**src/rtl/spi_master_fifo.sv**
```systemverilog
// SPI master with CPU register window, TX/RX FIFOs and a programmable shift engine.
// Full-duplex frames are MSB first, with selectable CPOL/CPHA and an SCLK divider.
module spi_master_fifo #(
    parameter int W_CPU      = 32,
    parameter int W_DATA     = 8,
    parameter int FIFO_DEPTH = 4,
    parameter int W_DIV      = 8
) (
    input  logic              clk,
    input  logic              rst,
    input  logic              cpu_wr,
    input  logic              cpu_rd,
    input  logic [1:0]        cpu_addr,
    input  logic [W_CPU-1:0]  cpu_wdata,
    output logic [W_CPU-1:0]  cpu_rdata,
    output logic              sclk,
    output logic              mosi,
    input  logic              miso,
    output logic              cs_n,
    output logic              irq
);

    localparam int AW = $clog2(FIFO_DEPTH);
    localparam int EW = $clog2(2 * W_DATA);
    localparam int CW = W_DIV + 4;
    localparam logic [EW-1:0]    LAST_EDGE = EW'(2 * W_DATA - 1);
    localparam logic [EW-1:0]    EDGE_ONE  = EW'(1);
    localparam logic [W_DIV-1:0] DIV_ONE   = W_DIV'(1);
    localparam logic [AW:0]      PTR_ONE   = (AW + 1)'(1);
    localparam logic [1:0] A_TX = 2'd0, A_RX = 2'd1, A_STATUS = 2'd2, A_CTRL = 2'd3;

    typedef enum logic [1:0] {IDLE, LEAD, SHIFT, TRAIL} state_t;
    state_t state, state_next;

    logic [CW-1:0]     ctrl;
    logic              ctrl_en, ctrl_cpol, ctrl_cpha, ctrl_irq_en;
    logic [W_DIV-1:0]  ctrl_div;

    logic [W_DATA-1:0] tx_mem [FIFO_DEPTH];
    logic [W_DATA-1:0] rx_mem [FIFO_DEPTH];
    logic [AW:0]       tx_wp, tx_rp, rx_wp, rx_rp;
    logic              tx_empty, tx_full, rx_empty, rx_full;
    logic              tx_ovf, rx_ovf;
    logic [6:0]        status;
    logic [W_CPU-1:0]  rd_mux;

    logic              wr_tx, wr_status, tx_push, tx_drop, rx_pop, rx_write, rx_drop;
    logic              load, rx_push, cnt_done;
    logic [W_DIV-1:0]  cnt, div_q;
    logic [EW-1:0]     edge_cnt;
    logic              cpha_q;
    logic [W_DATA-1:0] tx_sr, rx_sr, tx_shift, rx_shift, tx_head;
    logic              unused_wdata;

    assign ctrl_en     = ctrl[0];
    assign ctrl_cpol   = ctrl[1];
    assign ctrl_cpha   = ctrl[2];
    assign ctrl_irq_en = ctrl[3];
    assign ctrl_div    = ctrl[CW-1:4];

    assign tx_empty = (tx_wp == tx_rp);
    assign tx_full  = (tx_wp[AW] != tx_rp[AW]) && (tx_wp[AW-1:0] == tx_rp[AW-1:0]);
    assign rx_empty = (rx_wp == rx_rp);
    assign rx_full  = (rx_wp[AW] != rx_rp[AW]) && (rx_wp[AW-1:0] == rx_rp[AW-1:0]);
    assign tx_head  = tx_mem[tx_rp[AW-1:0]];

    assign wr_tx     = cpu_wr && (cpu_addr == A_TX);
    assign wr_status = cpu_wr && (cpu_addr == A_STATUS);
    assign tx_push   = wr_tx && !tx_full;
    assign tx_drop   = wr_tx && tx_full;
    assign rx_pop    = cpu_rd && (cpu_addr == A_RX) && !rx_empty;
    assign rx_write  = rx_push && !rx_full;
    assign rx_drop   = rx_push && rx_full;

    assign status = {tx_ovf, rx_ovf, rx_full, rx_empty, tx_full, tx_empty, (state != IDLE)};
    assign irq    = ctrl_irq_en & (!rx_empty | rx_ovf | tx_ovf);
    assign cnt_done = (cnt == div_q);
    assign unused_wdata = ^cpu_wdata;

    always_comb begin
        rd_mux = '0;
        case (cpu_addr)
            A_RX:     if (!rx_empty) rd_mux[W_DATA-1:0] = rx_mem[rx_rp[AW-1:0]];
            A_STATUS: rd_mux[6:0] = status;
            A_CTRL:   rd_mux[CW-1:0] = ctrl;
            default:  rd_mux = '0;
        endcase
    end

    always_comb begin
        tx_shift    = tx_sr << 1;
        rx_shift    = rx_sr << 1;
        rx_shift[0] = miso;
    end

    // FIFO storage carries no reset; validity is tracked by the pointers alone.
    always_ff @(posedge clk) begin
        if (tx_push) tx_mem[tx_wp[AW-1:0]] <= cpu_wdata[W_DATA-1:0];
        if (rx_write) rx_mem[rx_wp[AW-1:0]] <= rx_sr;
    end

    always_ff @(posedge clk or posedge rst) begin
        if (rst) begin
            tx_wp     <= '0;
            tx_rp     <= '0;
            rx_wp     <= '0;
            rx_rp     <= '0;
            tx_ovf    <= 1'b0;
            rx_ovf    <= 1'b0;
            ctrl      <= '0;
            cpu_rdata <= '0;
        end else begin
            if (tx_push)  tx_wp <= tx_wp + PTR_ONE;
            if (load)     tx_rp <= tx_rp + PTR_ONE;
            if (rx_write) rx_wp <= rx_wp + PTR_ONE;
            if (rx_pop)   rx_rp <= rx_rp + PTR_ONE;
            // A new overflow in the same cycle as a clear wins, so no event is lost.
            tx_ovf <= tx_drop | (tx_ovf & ~(wr_status & cpu_wdata[6]));
            rx_ovf <= rx_drop | (rx_ovf & ~(wr_status & cpu_wdata[5]));
            if (cpu_wr && (cpu_addr == A_CTRL)) ctrl <= cpu_wdata[CW-1:0];
            if (cpu_rd) cpu_rdata <= rd_mux;
        end
    end

    always_ff @(posedge clk or posedge rst) begin
        if (rst) state <= IDLE;
        else     state <= state_next;
    end

    always_comb begin
        state_next = state;
        load       = 1'b0;
        rx_push    = 1'b0;
        case (state)
            IDLE: begin
                if (ctrl_en && !tx_empty) begin
                    load       = 1'b1;
                    state_next = LEAD;
                end
            end
            LEAD:  if (cnt_done) state_next = SHIFT;
            SHIFT: if (cnt_done && (edge_cnt == LAST_EDGE)) state_next = TRAIL;
            TRAIL: begin
                if (cnt_done) begin
                    rx_push = 1'b1;
                    if (tx_empty || !ctrl_en) begin
                        state_next = IDLE;
                    end else begin
                        load       = 1'b1;
                        state_next = LEAD;
                    end
                end
            end
            default: state_next = IDLE;
        endcase
    end

    // Sample on the edge whose parity matches cpha, shift out on the other one.
    always_ff @(posedge clk or posedge rst) begin
        if (rst) begin
            cnt      <= '0;
            edge_cnt <= '0;
            sclk     <= 1'b0;
            mosi     <= 1'b0;
            cs_n     <= 1'b1;
            tx_sr    <= '0;
            rx_sr    <= '0;
            div_q    <= '0;
            cpha_q   <= 1'b0;
        end else if (load) begin
            cnt      <= '0;
            edge_cnt <= '0;
            sclk     <= ctrl_cpol;
            mosi     <= tx_head[W_DATA-1];
            cs_n     <= 1'b0;
            tx_sr    <= tx_head;
            div_q    <= ctrl_div;
            cpha_q   <= ctrl_cpha;
        end else begin
            case (state)
                IDLE: sclk <= ctrl_cpol;
                LEAD: cnt <= cnt_done ? '0 : cnt + DIV_ONE;
                SHIFT: begin
                    if (cnt_done) begin
                        cnt      <= '0;
                        edge_cnt <= edge_cnt + EDGE_ONE;
                        sclk     <= ~sclk;
                        if (edge_cnt[0] == cpha_q) begin
                            rx_sr <= rx_shift;
                        end else begin
                            tx_sr <= tx_shift;
                            mosi  <= cpha_q ? tx_sr[W_DATA-1] : tx_shift[W_DATA-1];
                        end
                    end else begin
                        cnt <= cnt + DIV_ONE;
                    end
                end
                TRAIL: begin
                    cnt <= cnt_done ? '0 : cnt + DIV_ONE;
                    if (cnt_done && (state_next == IDLE)) cs_n <= 1'b1;
                end
                default: cnt <= '0;
            endcase
        end
    end

endmodule

```
**config.mk**
```make
export PLATFORM = sky130hd
export DESIGN_NAME = spi_master_fifo
export DESIGN_NICKNAME = d
export VERILOG_FILES = /design/src/rtl/spi_master_fifo.sv
export SDC_FILE = /design/constraint.sdc
export NUM_CORES = 1
export LEC_CHECK = 0
export CORE_ASPECT_RATIO = 0.7
export CORE_MARGIN = 2
export CORE_UTILIZATION = 35
export CTS_CLUSTER_SIZE = 28
export DETAILED_ROUTE_END_ITERATION = 10
export HOLD_SLACK_MARGIN = 0.12
export SLEW_MARGIN = 20
export SYNTH_ARGS = -nofsm -noshare
export SYNTH_HDL_FRONTEND = slang
export SYNTH_SLANG_ARGS = --single-unit
```
**constraint.sdc**
```tcl
create_clock -name clk -period 2.54 [get_ports clk]
set_input_delay 0.508 -clock clk [delete_from_list [all_inputs] [get_ports clk]]
set_output_delay 0.508 -clock clk [all_outputs]
set_load 0.01 [all_outputs]
```
==> run_results.csv, run 1 <==
group,metric,value,unit
sta,fin_skew,0.0113,ns
floorplan,top_level_ports,75,
floorplan,floorplan.die.width,169,um
clock_tree,clock_sinks,144,
layout,finish.net_count,577,
layout,fraction_of_final_layout_cells_with_drive_strength_greater_than_1,23.9,%
clock_tree,htreeDepth,4,
critical_path,cpMaxStageDelayCell,"sky130_fd_sc_hd__nor4_4",
critical_path,worst-setup-path-type,"flip-flop to flip-flop",
drt,drtIter0Drc,149,
sta,grt_setup_unrepaired,"no",
placed_design,post-place-ws,0.210,ns
critical_path,critical_path.reg2reg.endpoint,"tx_sr[4]$_DFFE_PP0P_",
layout,synthToLayoutAreaGrowth,19.1,%
critical_path,critical_path.top_delay_family,"simple AND/OR/NAND/NOR gates",
grt,grt_pass1_vias,3798,
drt,route.detailed.wl_per_inst,17.0,um
drt,viasPerCell,4.82,
placed_design,io_buffers,34,
critical_path,r2r-start,"cnt[1]$_DFFE_PP0P_",
drt,detail_route.drc_violations,0,
layout,finish.instance_area,0.00793,mm2
power_and_ir_drop,power_per_cell_area,1030,mW/mm2
critical_path,critical_path.n_buffers_inverters,1,
critical_path,path_cells,"xor2_1 > nor4_4 > buf_4 > nand4b_4 > mux2_2 > mux2_2",
logic_synthesis,leading_cell_types_by_count_after_synthesis,"79 x sky130_fd_sc_hd__dfrtp_1, 64 x sky130_fd_sc_hd__edfxtp_1, 35 x sky130_fd_sc_hd__mux2_2",
worst_hold_path,hp-class,"flip-flop to flip-flop",
critical_path,cell_with_the_most_instances_on_the_worst_path,"sky130_fd_sc_hd__mux2_2",
clock_tree,clock.latency.late_pin,0.41,ns
logic_synthesis,synth_chip_area,0.00665,mm2
power_and_ir_drop,power_leakage,3.16,nW
clock_tree,clkSlewWorstSetupHoldPaths,0.06,ns
placed_design,routabilityCongestion,0.771,
grt,overflow,0,
clock_tree,cts_made_buffers,17,
sta,totalNegativeSetupSlack,0,ns
logic_synthesis,yosysWarningCount,0,
sta,setup_violators_final,0,
sta,achievable-frequency,0.434,GHz
clock_tree,cts.hold.buffers_added,0,
power_and_ir_drop,max-vdd-ir-drop,0.534,mV
logic_synthesis,yosys_most_used_dff,"sky130_fd_sc_hd__dfrtp_1",
grt,pin_count_of_the_biggest_net_entering_global_routing,32,
drt,vias,3748,
critical_path,critical_path_required,2.83,ns
critical_path,setup.worst_path.start_class,"flip-flop",
logic_synthesis,ys_seq_share,59.0,%
logic_synthesis,post-synth-top-area-cell,"sky130_fd_sc_hd__dfrtp_1",
logic_synthesis,syn_avg_cell_area,14.2,um2
floorplan,fp_util,35.5,%
clock_tree,clockRootBuffer,"sky130_fd_sc_hd__clkbuf_16",
power_and_ir_drop,totalPowerFinal,8.13,mW
logic_synthesis,synthTopCellsByArea,"sky130_fd_sc_hd__dfrtp_1 30%, sky130_fd_sc_hd__edfxtp_1 29%, sky130_fd_sc_hd__mux2_2 5.9%",
sta,final-max-slew-violation-count,0,
placed_design,placed_cells,744,
critical_path,worstRegToRegCells,6,
drt,antenna_left,0,
flow_run,cap_viol_max_count,0,
flow_run,warnings,55,
drt,routed_wl,13200,um
logic_synthesis,yosys.area.top_type_share,29.7,%
drt,dr.pass1.iters,4,
clock_tree,cts_buffer_depth,2,
critical_path,r2r_setup_slack,0.24,ns
layout,n_fill_cell,1689,
clock_tree,tritoncts,"built",
sta,hold_viol_final,0,
critical_path,crit_path_max_fanout,10,
placed_design,post_dp_cell_area,0.00731,mm2
logic_synthesis,synth_dominant_cell_count,"sky130_fd_sc_hd__dfrtp_1",
floorplan,chipArea,0.0201,mm2
logic_synthesis,yosysCellCount,468,
floorplan,core_region_area,0.0188,mm2
placed_design,detail_placement_hpwl,9200,um
sta,whs,0.475,ns
logic_synthesis,ys.flops,144,
layout,final_cells,777,
layout,antenna-diode-count,0,
sta,worst_slack,0.236,ns
logic_synthesis,mappedNetlistArea,0.00665,mm2
critical_path,cp_data_arrival_time,2.60,ns
layout,final_util,42.2,%
floorplan,die_height,119,um
logic_synthesis,synth-edff-count,64,
sta,fin_crit,2.30,ns
grt,first_pass_grt_wire_length,21200,um
outcome,run_status,"complete, no violations",
logic_synthesis,synthesis.instances,468,
worst_hold_path,hold_depth,2,
grt,number_of_antenna_violations_at_the_first_check_in_global_routing,0,
grt,grt_util_all_layers,14.0,%
critical_path,worst_setup_ep_type,"flip-flop",
sta,worst-slew-pin-transition,0.614,ns
sta,fin_crit_sh,90.7,%
worst_hold_path,hold_path_startpoint,"cs_n$_DFFE_PP1P_",
logic_synthesis,synth_async_sr_flop_share,55.6,%
worst_hold_path,hold_path_end,"cs_n$_DFFE_PP1P_",
logic_synthesis,synth_cell_types,61,
critical_path,crit_path_max_incr_delay,0.46,ns
sta,max_slew_margin,59.0,%
floorplan,fp-row-count,42,
-- run 1: registers in the layout (all words and copies together), names as in the netlist --
signal and count:
mosi 1, tx_ovf 1, rx_sr 8, tx_mem 32, sclk 1, tx_sr 8
cnt 8, ctrl 12, tx_rp 3, rx_rp 3, div_q 8, edge_cnt 4
cpu_rdata 12, state 2, tx_wp 3, rx_ovf 1, cpha_q 1, cs_n 1
rx_wp 3, rx_mem 32
-- run 1: placed cells by master (no fill, tap or decap), drive strengths merged, types with 2 or more instances in the layout --
| master | count |
|---|---|
| dfrtp | 79 |
| edfxtp | 64 |
| mux2 | 51 |
| clkdlybuf4s50 | 33 |
| nand2 | 25 |
| buf | 25 |
| a21oi | 21 |
| clkbuf | 21 |
| conb | 20 |
| xor2 | 19 |
| inv | 19 |
| ha | 16 |
| mux4 | 16 |
| nor2 | 16 |
| o21ai | 15 |
| and2 | 9 |
| nand3 | 8 |
| xnor2 | 8 |
| a22oi | 7 |
| o22ai | 7 |
| clkinv | 7 |
| nand3b | 4 |
| nand4 | 4 |
| nor4 | 3 |
| nor3b | 2 |
| nand2b | 2 |
| nor3 | 2 |
| nor2b | 2 |
| mux2i | 2 |
| and3 | 2 |
| a22o | 2 |
| o31ai | 2 |
-- run 1: per-layer routing --
layer	vias to the layer above	share of wire [%]	track usage (%)
met1	1890	49	19.7
met5	-	0	0
met4	0	0.97	4.20
li1	1780	-	-
met3	11	4.3	3.42
met2	67	46	21.3
-- run 1: logic make-up after synthesis --
family / share of synthesized area (%)
mux: 14.9
compound gates: 6.72
xor+xnor: 3.95
simple gates: 7.15
buf+inv: 5.25
flops: 59.0
fa+ha+maj: 3.01
other cells: 0.0564
-- run 1: worst register-to-register path: cells and delay by family, from the launching register on --
kind	cells	cell delay, ns
xor gates and xnor gates	1	0.20
muxes	2	0.62
DFF	1	0.42
and+or+nand+nor	2	0.69
buffers and inverters	1	0.27
-- run 1: how the worst max path moves through the flow --
stage,startpoint,to,slack [ns],depth (start not counted)
floorplan,cnt[5]$_DFFE_PP0P_,rx_sr[0]$_DFFE_PP0P_,0.54,7
global route,cnt[6]$_DFFE_PP0P_,tx_sr[4]$_DFFE_PP0P_,0.12,6
CTS,rx_wp[1]$_DFFE_PP0P_,irq,0.0007,4
finish,cnt[1]$_DFFE_PP0P_,tx_sr[4]$_DFFE_PP0P_,0.24,6
global placement,cpu_wr,tx_mem[0][4]$_DFFE_PP_,0.24,5
detailed placement,cnt[1]$_DFFE_PP0P_,tx_sr[4]$_DFFE_PP0P_,0.21,6
-- run 1: power by group --
part	internal [mW]	leakage, nW	switching, mW
Clock	1.42	0.292	1.01
Sequential	2.86	1.56	0.362
Combinational	1.24	1.31	1.24
-- run 1: layout make-up --
cell class | instances | area (um2) | area share, %
repair buffers | 59 | 581 | 7.33
flip-flops and latches | 144 | 3930 | 49.5
multi-input cells | 284 | 2460 | 31.1
inverters | 16 | 63.8 | 0.805
clock inverters | 11 | 95.1 | 1.20
well taps | 242 | 303 | 3.82
clock buffers | 21 | 493 | 6.22
-- run 1: what timing repair did --
action	4_1_cts	5_1_grt
cloned	0	0
pin swaps	1	1
endpoints found under the setup margin	1	1
resized	1	3
setup buffers	0	1
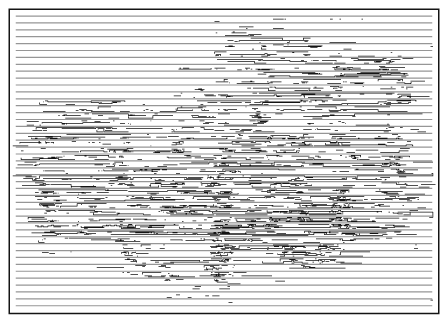
(run_1/m1.png)
Supply wires on this layer in gray.
- nets with wire on the layer: 504
- longest straight run: 53.4 um
- main direction: horizontal
- share of all routed wire: 49%
- wire length on this layer: 6,470 um

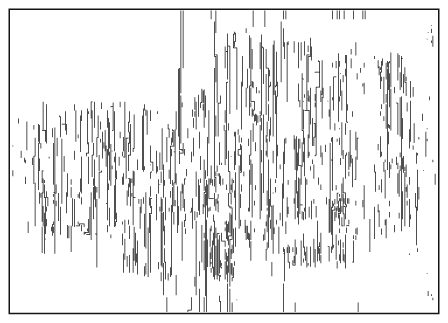
(run_1/m2.png)
- share of all routed wire: 46%
- longest straight run: 53.0 um
- main direction: vertical
- wire length on this layer: 6,040 um
- nets with wire on the layer: 474

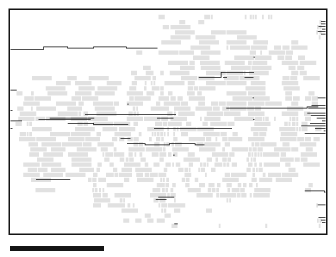
(run_1/m3.png)
Scale bar: 50 um.
- wire length on this layer: 563 um
- longest straight run: 48.3 um
- nets with wire on the layer: 40

==> run_1/gates.png <==
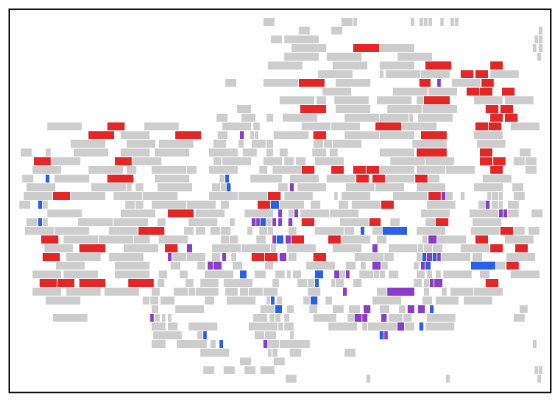

==> run 2: changes to the inputs <==
--- a/config.mk
+++ b/config.mk
@@ -5,12 +5,15 @@
 export SDC_FILE = /design/constraint.sdc
 export NUM_CORES = 1
 export LEC_CHECK = 0
+export CELL_PAD_IN_SITES_DETAIL_PLACEMENT = 0
+export CELL_PAD_IN_SITES_GLOBAL_PLACEMENT = 1
 export CORE_ASPECT_RATIO = 0.7
 export CORE_MARGIN = 2
 export CORE_UTILIZATION = 35
 export CTS_CLUSTER_SIZE = 28
 export DETAILED_ROUTE_END_ITERATION = 10
 export HOLD_SLACK_MARGIN = 0.12
+export PLACE_DENSITY_LB_ADDON = 0.1
 export SLEW_MARGIN = 20
 export SYNTH_ARGS = -nofsm -noshare
 export SYNTH_HDL_FRONTEND = slang
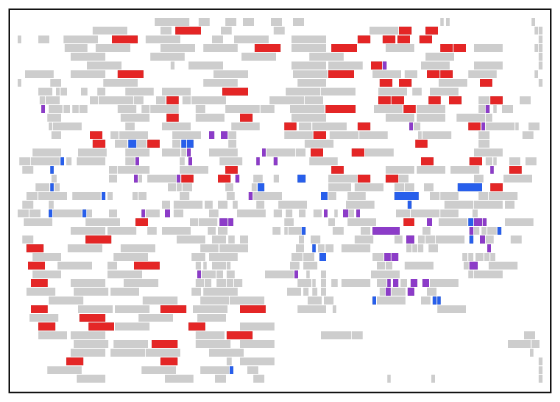
(run_2/gates.png)
- nand cells: purple (cells 44)
- mux cells: red (cells 69; where spread over the die)
- nor cells: blue (cells 25)

==> run_results.csv, run 2 <==
group,metric,value,unit
grt,first_pass_grt_wire_length,22700,um
critical_path,crit_path_max_fanout,20,
clock_tree,clock_sinks,144,
sta,max_slew_margin,59.3,%
grt,grt_util_all_layers,15.2,%
floorplan,chipArea,0.0201,mm2
grt,grt_pass1_vias,3885,
floorplan,core_region_area,0.0188,mm2
logic_synthesis,leading_cell_types_by_count_after_synthesis,"79 x sky130_fd_sc_hd__dfrtp_1, 64 x sky130_fd_sc_hd__edfxtp_1, 35 x sky130_fd_sc_hd__mux2_2",
flow_run,warnings,55,
logic_synthesis,synth_cell_types,61,
floorplan,fp_util,35.5,%
critical_path,cpMaxStageDelayCell,"sky130_fd_sc_hd__nor4_4",
critical_path,crit_path_max_incr_delay,0.54,ns
sta,fin_skew,0.0223,ns
drt,drtIter0Drc,212,
layout,n_fill_cell,1742,
sta,whs,0.479,ns
layout,final_common_cell,"sky130_fd_sc_hd__dfrtp_1",
sta,grt_setup_unrepaired,"no",
logic_synthesis,synth-edff-count,64,
clock_tree,clkSlewWorstSetupHoldPaths,0.07,ns
clock_tree,tritoncts,"built",
critical_path,r2r-start,"cnt[5]$_DFFE_PP0P_",
sta,hold_viol_final,0,
clock_tree,clockRootBuffer,"sky130_fd_sc_hd__clkbuf_16",
logic_synthesis,yosys_most_used_dff,"sky130_fd_sc_hd__dfrtp_1",
logic_synthesis,yosys.area.top_type_share,29.7,%
logic_synthesis,ys.flops,144,
power_and_ir_drop,power_leakage,3.19,nW
layout,synthToLayoutAreaGrowth,19.9,%
power_and_ir_drop,power_per_cell_area,1040,mW/mm2
critical_path,worstRegToRegCells,6,
critical_path,critical_path.top_delay_family,"simple AND/OR/NAND/NOR gates",
worst_hold_path,hold_path_startpoint,"cs_n$_DFFE_PP1P_",
logic_synthesis,mappedNetlistArea,0.00665,mm2
logic_synthesis,synth_chip_area,0.00665,mm2
clock_tree,cts.hold.buffers_added,0,
layout,finish.net_count,581,
drt,dr.pass1.iters,4,
power_and_ir_drop,totalPowerFinal,8.28,mW
placed_design,routabilityCongestion,0.719,
sta,achievable-frequency,0.433,GHz
logic_synthesis,yosysCellCount,468,
logic_synthesis,yosysWarningCount,0,
critical_path,worst_setup_ep_type,"flip-flop",
flow_run,cap_viol_max_count,0,
critical_path,cp_data_arrival_time,2.62,ns
sta,worst-slew-pin-transition,0.611,ns
critical_path,critical_path.reg2reg.endpoint,"tx_sr[4]$_DFFE_PP0P_",
layout,most-common-layout-cells,"79 x sky130_fd_sc_hd__dfrtp_1, 64 x sky130_fd_sc_hd__edfxtp_1, 35 x sky130_fd_sc_hd__mux2_2",
logic_synthesis,synth_dominant_cell_count,"sky130_fd_sc_hd__dfrtp_1",
critical_path,path_cells,"xor2_1 > nor4_4 > a31oi_1 > nor2_2 > buf_12 > mux2_2",
worst_hold_path,hold_path_end,"cs_n$_DFFE_PP1P_",
grt,overflow,0,
critical_path,critical_path_required,2.85,ns
floorplan,floorplan.die.width,169,um
drt,routed_wl,14100,um
clock_tree,clock.latency.late_pin,0.43,ns
logic_synthesis,post-synth-top-area-cell,"sky130_fd_sc_hd__dfrtp_1",
outcome,run_status,"complete, no violations",
critical_path,crit_cells,6,
clock_tree,htreeDepth,4,
grt,grtUsageMet2,21.4,%
clock_tree,cts_buffer_depth,2,
grt,grt_busiest_layer,"met1",
sta,totalNegativeSetupSlack,0,ns
sta,final-max-slew-violation-count,0,
sta,setup_violators_final,0,
layout,antenna-diode-count,0,
placed_design,io_buffers,34,
layout,final_cells,781,
floorplan,fp-row-count,42,
drt,vias,3735,
grt,global_route.usage.met3,3.82,%
floorplan,die_height,119,um
clock_tree,cts_made_buffers,17,
worst_hold_path,hold_depth,2,
worst_hold_path,hp-class,"flip-flop to flip-flop",
critical_path,worst-setup-path-type,"flip-flop to flip-flop",
logic_synthesis,ys_seq_share,59.0,%
critical_path,r2r_setup_slack,0.23,ns
drt,route.detailed.wl_per_inst,18.1,um
critical_path,setup.worst_path.start_class,"flip-flop",
placed_design,placed_cells,748,
grt,groute.layer.met1.usage,23.1,%
logic_synthesis,synth_async_sr_flop_share,55.6,%
logic_synthesis,syn_avg_cell_area,14.2,um2
drt,viasPerCell,4.78,
critical_path,critical_path.n_buffers_inverters,1,
drt,detail_route.drc_violations,0,
sta,fin_crit,2.31,ns
placed_design,detail_placement_hpwl,9730,um
sta,fin_crit_sh,90.9,%
grt,number_of_antenna_violations_at_the_first_check_in_global_routing,0,
logic_synthesis,synthesis.instances,468,
grt,pin_count_of_the_biggest_net_entering_global_routing,81,
power_and_ir_drop,max-vdd-ir-drop,0.414,mV
logic_synthesis,synthTopCellsByArea,"sky130_fd_sc_hd__dfrtp_1 30%, sky130_fd_sc_hd__edfxtp_1 29%, sky130_fd_sc_hd__mux2_2 5.9%",
floorplan,top_level_ports,75,
drt,antenna_left,0,
layout,fraction_of_final_layout_cells_with_drive_strength_greater_than_1,24.3,%
==> run 2: cell counts after synthesis <==
Identical to the previous run, type by type.
==> run 2: power by group <==
group | total (mW) | internal [mW] | switching, mW
registers | 3.23 | 2.86 | 0.375
clock network | 2.52 | 1.34 | 1.18
logic | 2.53 | 1.25 | 1.29
total | 8.28 | 5.44 | 2.84
==> run 2: area by class of cell <==
cell class              count  area, um2  area share (%)
flip-flops and latches    144       3930            49.2
multi-input cells         284       2460            30.8
repair buffers             63        611            7.66
clock buffers              17        425            5.33
well taps                 242        303            3.80
clock inverters            15        191            2.40
inverters                  16       63.8           0.800
==> run 2: timing repair <==
| action | in CTS | in global routing |
|---|---|---|
| gates resized | 0 | 2 |
| endpoints found under the setup margin | 1 | 1 |
| buffers inserted | 1 | 0 |
==> run 2: worst max-delay path by stage <==
stage	endpoint	start
finish	tx_sr[4]$_DFFE_PP0P_	cnt[5]$_DFFE_PP0P_
CTS	irq	rx_rp[2]$_DFFE_PP0P_
global route	div_q[7]$_DFFE_PP0P_	cnt[1]$_DFFE_PP0P_
detailed placement	tx_sr[4]$_DFFE_PP0P_	cnt[6]$_DFFE_PP0P_
floorplan	rx_sr[0]$_DFFE_PP0P_	cnt[5]$_DFFE_PP0P_
global placement	tx_mem[3][7]$_DFFE_PP_	cpu_addr[0]
==> run 2: worst reg2reg max path, cell delays in order (launching register included) <==
cell and delay, ns:
sky130_fd_sc_hd__dfrtp_1 0.44, sky130_fd_sc_hd__xor2_1 0.19, sky130_fd_sc_hd__nor4_4 0.54, sky130_fd_sc_hd__a31oi_1 0.26, sky130_fd_sc_hd__nor2_2 0.20, sky130_fd_sc_hd__buf_12 0.20, sky130_fd_sc_hd__mux2_2 0.36
==> run 2: routing by layer <==
layer  vias up  share of wire [%]
met5         -                  0
met4         0               0.88
met3         7                3.2
met2        67                 42
met1      1872                 54
li1       1789                  -
==> run 2: cells by family (layout without fill, tap and decap cells) <==
family	after synthesis	count (layout)	share of synthesized area, %
and+or+nand+nor	84	84	7.15
DFF	144	144	59.0
muxes	69	69	14.9
other	1	20	0.0564
adders and majority gates	16	16	3.01
xor gates and xnor gates	27	27	3.95
AOI/OAI and AO/OA	68	68	6.72
buffers and inverters	59	111	5.25
==> run 2: through the flow <==
stage	util [%]	cell area, um2	setup WS, ns
after global routing	42.5	7980	0.0692
after detailed placement	39.1	7340	0.218
final	42.5	7980	0.232
after floorplan	-	6730	0.539
after CTS	42.5	7970	0.0160
after global placement	39.1	7340	0.226
No activity file was given, so power comes from the tool's default toggle rates.
